===== config.mk =====
export PLATFORM = sky130hd
export DESIGN_NAME = card_dealer
export DESIGN_NICKNAME = d
export VERILOG_FILES = /design/src/rtl/card_dealer.sv
export SDC_FILE = /design/constraint.sdc
export NUM_CORES = 1
export LEC_CHECK = 0
export ABC_AREA = 1
export ABC_CLOCK_PERIOD_IN_PS = 2350
export CAP_MARGIN = 20
export CORE_ASPECT_RATIO = 0.75
export CORE_MARGIN = 10
export CORE_UTILIZATION = 56
export DETAILED_ROUTE_END_ITERATION = 7
export GPL_ROUTABILITY_DRIVEN = 1
export GPL_TIMING_DRIVEN = 0
export HOLD_SLACK_MARGIN = 0.05
export PLACE_DENSITY = 0.83
export SETUP_SLACK_MARGIN = 0.3
export SKIP_CTS_REPAIR_TIMING = 1
export SLEW_MARGIN = 20
export SYNTH_ARGS = -nofsm -noshare
export SYNTH_HDL_FRONTEND = slang
export SYNTH_SLANG_ARGS = --single-unit

===== constraint.sdc =====
create_clock -name clk -period 2.35 [get_ports clk]
set_input_delay 0.3525 -clock clk [delete_from_list [all_inputs] [get_ports clk]]
set_output_delay 0.3525 -clock clk [all_outputs]
set_load 0.02 [all_outputs]

===== src/rtl/card_dealer.sv =====
// card_dealer: pseudo-random card source feeding the hand evaluator.
// Deals two opening cards on a deal press, one more card per hit press
// (four cards maximum), and empties the hand when the evaluator reports
// the round finished. An all-zero hand means "no hand" downstream.
module card_dealer #(
    parameter logic [7:0] LFSR_SEED = 8'hA5,  // must be nonzero
    parameter int         CARD_MAX  = 10      // cards span 1..CARD_MAX, CARD_MAX <= 15
) (
    input  logic       clk,
    input  logic       rst,
    input  logic       deal,
    input  logic       hit,
    input  logic       round_done,
    output logic [3:0] first_card,
    output logic [3:0] second_card,
    output logic [3:0] third_card,
    output logic [3:0] fourth_card,
    output logic [2:0] card_count,
    output logic       hand_active
);

    localparam logic [2:0] S_IDLE   = 3'd0;
    localparam logic [2:0] S_DEAL_A = 3'd1;
    localparam logic [2:0] S_DEAL_B = 3'd2;
    localparam logic [2:0] S_PLAY   = 3'd3;
    localparam logic [2:0] S_FULL   = 3'd4;

    logic [7:0] r_lfsr;
    logic       r_deal_prev;
    logic       r_hit_prev;
    logic [2:0] r_state;
    logic [2:0] r_count;
    logic       r_active;

    logic       w_deal_rise;
    logic       w_hit_rise;
    logic       w_feedback;
    logic [3:0] w_draw;
    logic [3:0] w_draw_tab [16];
    logic [2:0] w_state_next;
    logic [2:0] w_count_next;
    logic [3:0] w_load;
    logic       w_clear;

    assign w_deal_rise = deal & ~r_deal_prev;
    assign w_hit_rise  = hit  & ~r_hit_prev;
    assign w_feedback  = r_lfsr[7] ^ r_lfsr[5] ^ r_lfsr[4] ^ r_lfsr[3];

    // Constant lookup of (n mod CARD_MAX) + 1 for every 4-bit n; never yields 0.
    for (genvar gi = 0; gi < 16; gi++) begin : g_draw
        localparam int CARD_VAL = (gi % CARD_MAX) + 1;
        assign w_draw_tab[gi] = 4'(CARD_VAL);
    end

    assign w_draw = w_draw_tab[r_lfsr[3:0]];

    // Free-running Fibonacci LFSR (x^8+x^6+x^5+x^4+1), shifts every cycle.
    always_ff @(posedge clk or posedge rst) begin
        if (rst) begin
            r_lfsr <= LFSR_SEED;
        end else begin
            r_lfsr <= {r_lfsr[6:0], w_feedback};
        end
    end

    // Button history; reset to 1 so a button held through reset gives no edge.
    always_ff @(posedge clk or posedge rst) begin
        if (rst) begin
            r_deal_prev <= 1'b1;
            r_hit_prev  <= 1'b1;
        end else begin
            r_deal_prev <= deal;
            r_hit_prev  <= hit;
        end
    end

    // Next-state, slot-load and clear decisions for the dealing sequence.
    always_comb begin
        w_state_next = r_state;
        w_count_next = r_count;
        w_load       = 4'b0000;
        w_clear      = 1'b0;
        case (r_state)
            S_IDLE: begin
                if (w_deal_rise) begin
                    w_state_next = S_DEAL_A;
                end
            end
            S_DEAL_A: begin
                w_load[0]    = 1'b1;
                w_count_next = 3'd1;
                w_state_next = S_DEAL_B;
            end
            S_DEAL_B: begin
                w_load[1]    = 1'b1;
                w_count_next = 3'd2;
                w_state_next = S_PLAY;
            end
            S_PLAY: begin
                // round_done wins over a hit arriving in the same cycle
                if (round_done) begin
                    w_clear      = 1'b1;
                    w_count_next = 3'd0;
                    w_state_next = S_IDLE;
                end else if (w_hit_rise) begin
                    w_load[r_count[1:0]] = 1'b1;
                    w_count_next         = r_count + 3'd1;
                    if (r_count == 3'd3) begin
                        w_state_next = S_FULL;
                    end
                end
            end
            S_FULL: begin
                if (round_done) begin
                    w_clear      = 1'b1;
                    w_count_next = 3'd0;
                    w_state_next = S_IDLE;
                end
            end
            default: begin
                w_clear      = 1'b1;
                w_count_next = 3'd0;
                w_state_next = S_IDLE;
            end
        endcase
    end

    // State, card count and registered hand_active flag.
    always_ff @(posedge clk or posedge rst) begin
        if (rst) begin
            r_state  <= S_IDLE;
            r_count  <= 3'd0;
            r_active <= 1'b0;
        end else begin
            r_state  <= w_state_next;
            r_count  <= w_count_next;
            r_active <= (w_state_next == S_PLAY) || (w_state_next == S_FULL);
        end
    end

    // One register per card slot: loaded once by its deal step, held until cleared.
    for (genvar gi = 0; gi < 4; gi++) begin : g_slot
        logic [3:0] r_slot;

        // Slot load / clear.
        always_ff @(posedge clk or posedge rst) begin
            if (rst) begin
                r_slot <= 4'd0;
            end else if (w_clear) begin
                r_slot <= 4'd0;
            end else if (w_load[gi]) begin
                r_slot <= w_draw;
            end
        end
    end

    assign first_card  = g_slot[0].r_slot;
    assign second_card = g_slot[1].r_slot;
    assign third_card  = g_slot[2].r_slot;
    assign fourth_card = g_slot[3].r_slot;
    assign card_count  = r_count;
    assign hand_active = r_active;

endmodule


==> changes_impl.md, run 1 <==
### Metrics

* CTS tree: yes
* Number of vias after detailed routing at 1320
* Chip Footprint at 5330 µm²
* FFs w/ async S/R, synth at 100%
* Launch instance of the worst min-delay path: r_lfsr[6]
* Largest net degree at the start of global routing at 34
* Buffer levels on the longest clock path at 2
* Global placer's final weighted congestion at 0.836
* Combinational cell area excluding buffers and inverters at 639 µm²
* Tap Count at 36
* Final max-slew violation count at 0
* Req. time, crit path at 2.57 ns
* IO buf count at 24
* Setup repair after global routing missed its margin: false
* Number of warnings in the stage logs at 31
* Area taken by flip-flops and latches at 833 µm²
* Result of the run: finished clean
* Number of clock sinks at 33
* Setup Crit Path Kind: reg2reg
* Flip-flops with a built-in enable at 0
* Synthesized netlist cell count at 167
* Signal inverters at 16
* Antenna diode instance count at 0
* IO Pins at 25
* Number of cells on the worst reg-to-reg path at 7
* Count of cell types in the netlist at 24
* Die span in x at 81.1 µm
* Hold WS at 0.362 ns
* Flip-flops at 33
* HPWL Detailed at 2.66 mm
* Synthesized area per cell at 9.38 µm²
* Commonest non-fill, non-tap cell in the layout: sky130_fd_sc_hd__nand2_1
* Most common cell in the netlist: sky130_fd_sc_hd__nand2_1
* Clock insertion delay at the later pin of the skew report at 0.28 ns
* Number of violations reported at the end of detailed-routing iteration 0 at 121
* Worst Max-Slew Pin Slew at 0.652 ns
* Final total negative setup slack at 0 ns
* Total power per unit cell area at 889 nW/µm²
* Syn Nets at 180
* Peak supply drop at 558 µV
## run 1: worst max-delay path by stage
stage	from	slack (ns)	endpoint
final	r_lfsr[0]	0.56	first_card[1]
after global routing	r_lfsr[0]	0.42	first_card[1]
after CTS	r_lfsr[0]	0.41	first_card[1]
after detailed placement	r_lfsr[0]	0.45	first_card[1]
after global placement	r_lfsr[0]	0.49	first_card[1]
after floorplan	r_lfsr[0]	0.80	first_card[1]
## run 1: power by group
group / internal [µW] / total [µW] / switching, µW
Combinational: 218 / 591 / 373
Clock: 239 / 435 / 196
Sequential: 641 / 701 / 60.7
## run 1: per-layer routing
layer  up-vias  GRT usage (%)  routed length, µm
met5         -              0                  0
met4         0           5.82                 32
met3         4           6.39                307
met2        54           22.7               1750
met1       638           18.3               1620
li1        624              -                  -
## run 1: logic make-up after synthesis
logic type,Yosys count,share of synthesized area (%)
buffers and inverters,19,5.99
AND/OR/NAND/NOR,91,27.6
flip-flops,33,53.2
XOR/XNOR,3,1.68
AND-OR/OR-AND,13,5.19
adder cells (fa/ha/maj),8,6.39
## run 1: registers in the layout, indices dropped and copies added (netlist names)
signal / flops
first_card: 4
fourth_card: 4
card_count: 3
third_card: 4
r_deal_prev: 1
hand_active: 1
second_card: 4
r_hit_prev: 1
r_lfsr: 8
r_state: 3
## run 1: worst max-delay path, cell delays in order (launching register included)
cell                      delay (ns)
sky130_fd_sc_hd__dfstp_2        0.56
sky130_fd_sc_hd__inv_1          0.12
sky130_fd_sc_hd__ha_1           0.32
sky130_fd_sc_hd__nand2_1        0.06
sky130_fd_sc_hd__o21ai_0        0.07
sky130_fd_sc_hd__o21ai_1        0.34
sky130_fd_sc_hd__nand3_1        0.16
sky130_fd_sc_hd__nand2_1        0.09
Run 1, a small window of the routed layout:
Region (51, 6) to (71, 26) µm. Cells in gray, sequential cells in the stronger gray; small squares are vias.
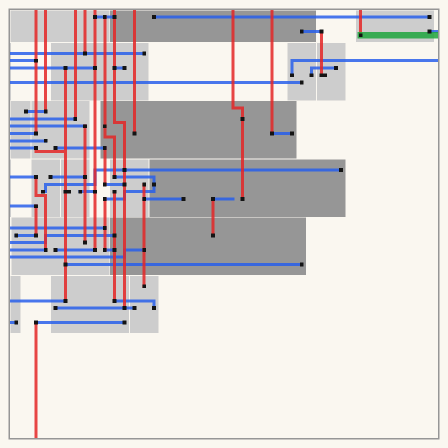
[metal 1] blue
[metal 2] red
[metal 3] green
netlist names of flops here include: card_count (2)
sequential cells in the window: 4
cells with their middle in the window: 16
most frequent: inv_1 (3), dfrtp_1 (3)

Run 1, routed clock nets over the placement:
Scale: 3 px per µm.
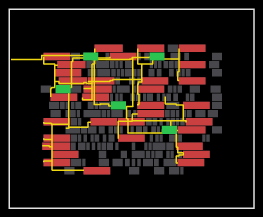
[flip-flops] red | count: 33
[clock drivers] green | count: 5
[clock wires] yellow | length: 403 µm
routed clock nets: 6
clock skew: 0.00745 ns
Clock power frac: 25.2%

Run 1, wiring by layer:
Scale: 4 px per µm.
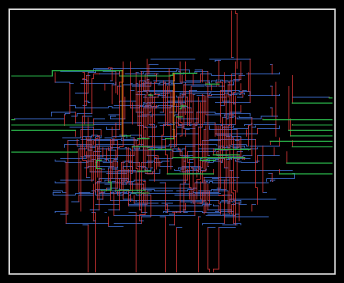
[metal 3] green | wire length: 308 µm
[metal 2] red | wire length: 1750 µm
[metal 1] blue | wire length: 1620 µm
[metal 4] orange | wire length: 32.6 µm
total wire length: 3.71 mm
wire length per cell: 15.8 µm
overall track demand over capacity in global routing: 14.9%

Run 1, congestion heat map:
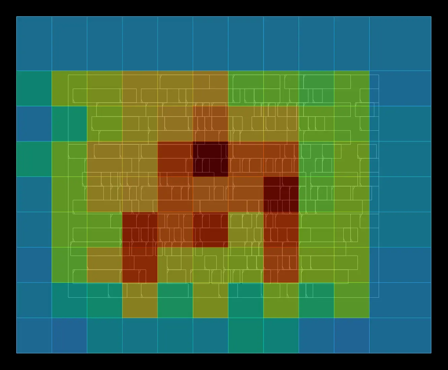
final core area utilization: 73.5%
met2 routing resource usage after global routing: 22.7%
met3 Resource Use GR: 6.39%

==> run 2: changes to the inputs <==
Settings changed: ABC_CLOCK_PERIOD_IN_PS 2350 to 1800, CORE_UTILIZATION 56 to 52, PLACE_DENSITY 0.83 to 0.78.
Clock period 2.35 ns to 1.8 ns, I/O delays scaled along.
Run 2, wiring by layer:
Scale: 4 px per µm.
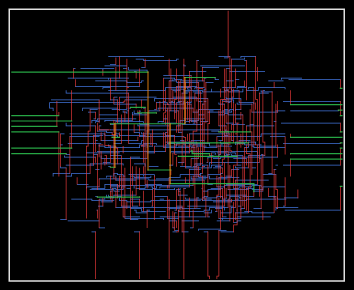
[metal 3] green | wire length: 291 µm
[metal 1] blue | wire length: 1690 µm
[metal 4] orange | wire length: 61.9 µm
[metal 2] red | wire length: 1630 µm
wire length per cell: 15.3 µm
overall track demand over capacity in global routing: 13.6%
total wire length: 3.67 mm
number of vias after detailed routing: 1321

Run 2, a small window of the routed layout:
Region (53, 7) to (73, 27) µm. Cells in gray, sequential cells in the stronger gray; small squares are vias.
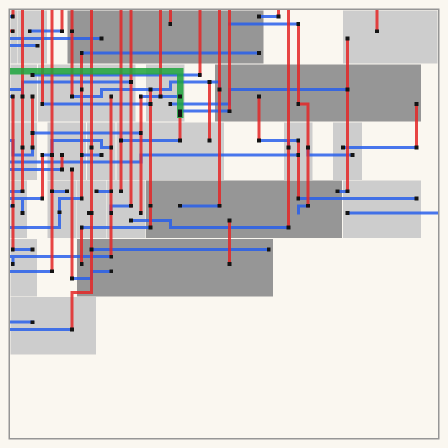
[metal 3] green
[metal 2] red
[metal 1] blue
sequential cells in the window: 4
cells with their middle in the window: 21
most frequent: inv_1 (4), nand3_1 (4)
netlist names of flops here include: card_count (2)

Run 2, routed clock nets over the placement:
Scale: 3 px per µm.
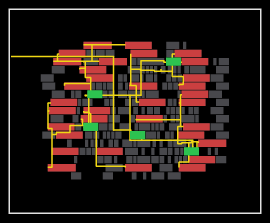
[clock drivers] green | count: 5
[clock wires] yellow | length: 412 µm
[flip-flops] red | count: 33
routed clock nets: 6
power in the clock group: 609 µW
clock insertion delay at the later pin of the skew report: 0.29 ns

==> run 2 against run 1 <==
Compared with the run above:
- maximum frequency rose by 25%
- register-to-register slack worse by 0.19 ns
- sequential share of layout area down 2.7 points
- sequential cell count did not move
- clock-buffer cell count decreased by 1
- design area rose by 6.8%
- total power is 32% higher
- die area up 5.5%
- wire length shrank 1.2%
- largest power group unchanged
==> changes_impl.md, run 2 <==
### Metrics

* Result of the run: finished clean
* Most common cell in the netlist: sky130_fd_sc_hd__nand2_1
* Largest reg by FF count: r_lfsr
* HPWL Detailed at 2.63 mm (-1.2%)
* Setup Crit Path Kind: reg2reg
* Part of the cycle the worst path needs at 79.4%
* Row cnt at 17
* Flip-flops with a built-in enable at 0 (unchanged)
* Combinational cell fraction of total power at 33.1% (-1.1 points)
* Req. time, crit path at 2.03 ns (-0.54 ns)
* Die span in x at 83.4 µm (+2.8%)
* Slowest library cell on the worst path: sky130_fd_sc_hd__dfrtp_1
* Setup repair after global routing missed its margin: true
* IO Pins at 25 (unchanged)
* Switching power at 816 µW (+29%)
* Largest net degree at the start of global routing at 34 (unchanged)
* Sequential fraction of design power at 40.1% (-0.5 points)
* Global placer's final weighted congestion at 0.804 (-3.8%)
* CTS tree: yes
* Number of warnings in the stage logs at 32 (+3.2%)
* Syn Nets at 180 (unchanged)
* Peak supply drop at 915 µV (+64%)
* Synthesized area per cell at 9.38 µm² (unchanged)
* Chip Footprint at 5630 µm² (+5.5%)
* Worst Max-Slew Pin Slew at 0.661 ns (+0.00832 ns)
* Commonest non-fill, non-tap cell in the layout: sky130_fd_sc_hd__nand2_1
* Final worst path period need at 1.43 ns
* Total power per unit cell area at 1100 nW/µm² (+23%)
* Max reg flops at 8 (unchanged)
* Count of cell types in the netlist at 24 (unchanged)
* Sequential group power at 911 µW (+30%)
* Series of cell instances along the critical path: inv_1 -> ha_1 -> inv_1 -> nor2_1 -> nand3_2 -> nand2_2 -> nand3_1 -> nand2_1
* Buffer levels on the longest clock path at 2 (unchanged)
* Clock power frac at 26.8% (+1.6 points)
* Levels on crit path at 8 (+1)
* Antenna diode instance count at 0 (unchanged)
* Combined buffer and inverter count along the critical path at 2 (+1)
* Largest Pwr Group: sequential cells
* Fraction of power spent switching nets at 35.9% (-0.63 points)
* Number of clock sinks at 33 (unchanged)
* Combinational power at 754 µW (+28%)
* FFs w/ async S/R, synth at 100% (unchanged)
* Slowest stage delay, CP at 0.44 ns (-0.12 ns)
* Internal power of the cells at 1460 µW (+33%)
* Final max-slew violation count at 0 (unchanged)
* Synthesized netlist cell count at 167 (unchanged)
* Number of violations reported at the end of detailed-routing iteration 0 at 153 (+26%)
* Final total negative setup slack at 0 ns (unchanged)
* Number of cells on the worst reg-to-reg path at 8 (+1)
* Clock skew at 0.00351 ns (-0.00394 ns)
==> run 2: cell counts after synthesis <==
No cell type changed its count.
==> run 2: final timing paths <==
kind / endpoint / slack (ns) / from
max in group asynchronous: third_card[2] / 0.97 / rst
setup / recovery: first_card[2] / 0.37 / card_count[0]
hold / removal: r_lfsr[7] / 0.35 / r_lfsr[6]
setup reg to reg: first_card[2] / 0.37 / card_count[0]
hold reg to reg: r_lfsr[7] / 0.35 / r_lfsr[6]
min in group asynchronous: third_card[0] / 0.40 / rst
==> run 2: final cells by class <==
class,instances,area (µm²)
buffer,3,33.8
clock buffer,7,96.3
clock inverter,1,5.00
fill,201,841
inverter,16,62.6
multi-input combinational,115,689
sequential,33,833
tap,38,47.5
timing repair buffer,26,305
==> run 2: cell families (layout without fill, tap and decap cells) <==
group	Yosys count	in the layout	synth area share, %
adders and majority gates	8	8	6.39
AOI/OAI and AO/OA	13	13	5.19
buffers and inverters	19	53	5.99
xor gates and xnor gates	3	3	1.68
and+or+nand+nor	91	91	27.6
DFF	33	33	53.2
==> run 2: layer usage <==
metal / GRT usage (%) / part of all wire, % / vias to the layer above
met1: 16.5 / 46 / 640
li1: - / - / 632
met3: 6.25 / 7.9 / 8
met2: 20.3 / 44 / 41
met4: 6.57 / 1.7 / 0
met5: 0 / 0 / -
==> run 2: worst reg2reg max path: cells and delay by family, from the launching register on <==
kind          cells  cell delay [ns]
flops             1             0.44
simple gates      5             0.59
fa+ha+maj         1             0.16
buf+inv           2             0.17
==> run 2: per-stage QoR <==
stage                     hold slack (ns)  util [%]  std cells
after floorplan                     0.274         -        167
after global placement              0.336      63.6        229
after detailed placement            0.339      63.6        229
after CTS                           0.355      67.1        237
after global routing                0.370      71.1        239
final                               0.353      71.1        239
Power and IR drop assume default switching activity.
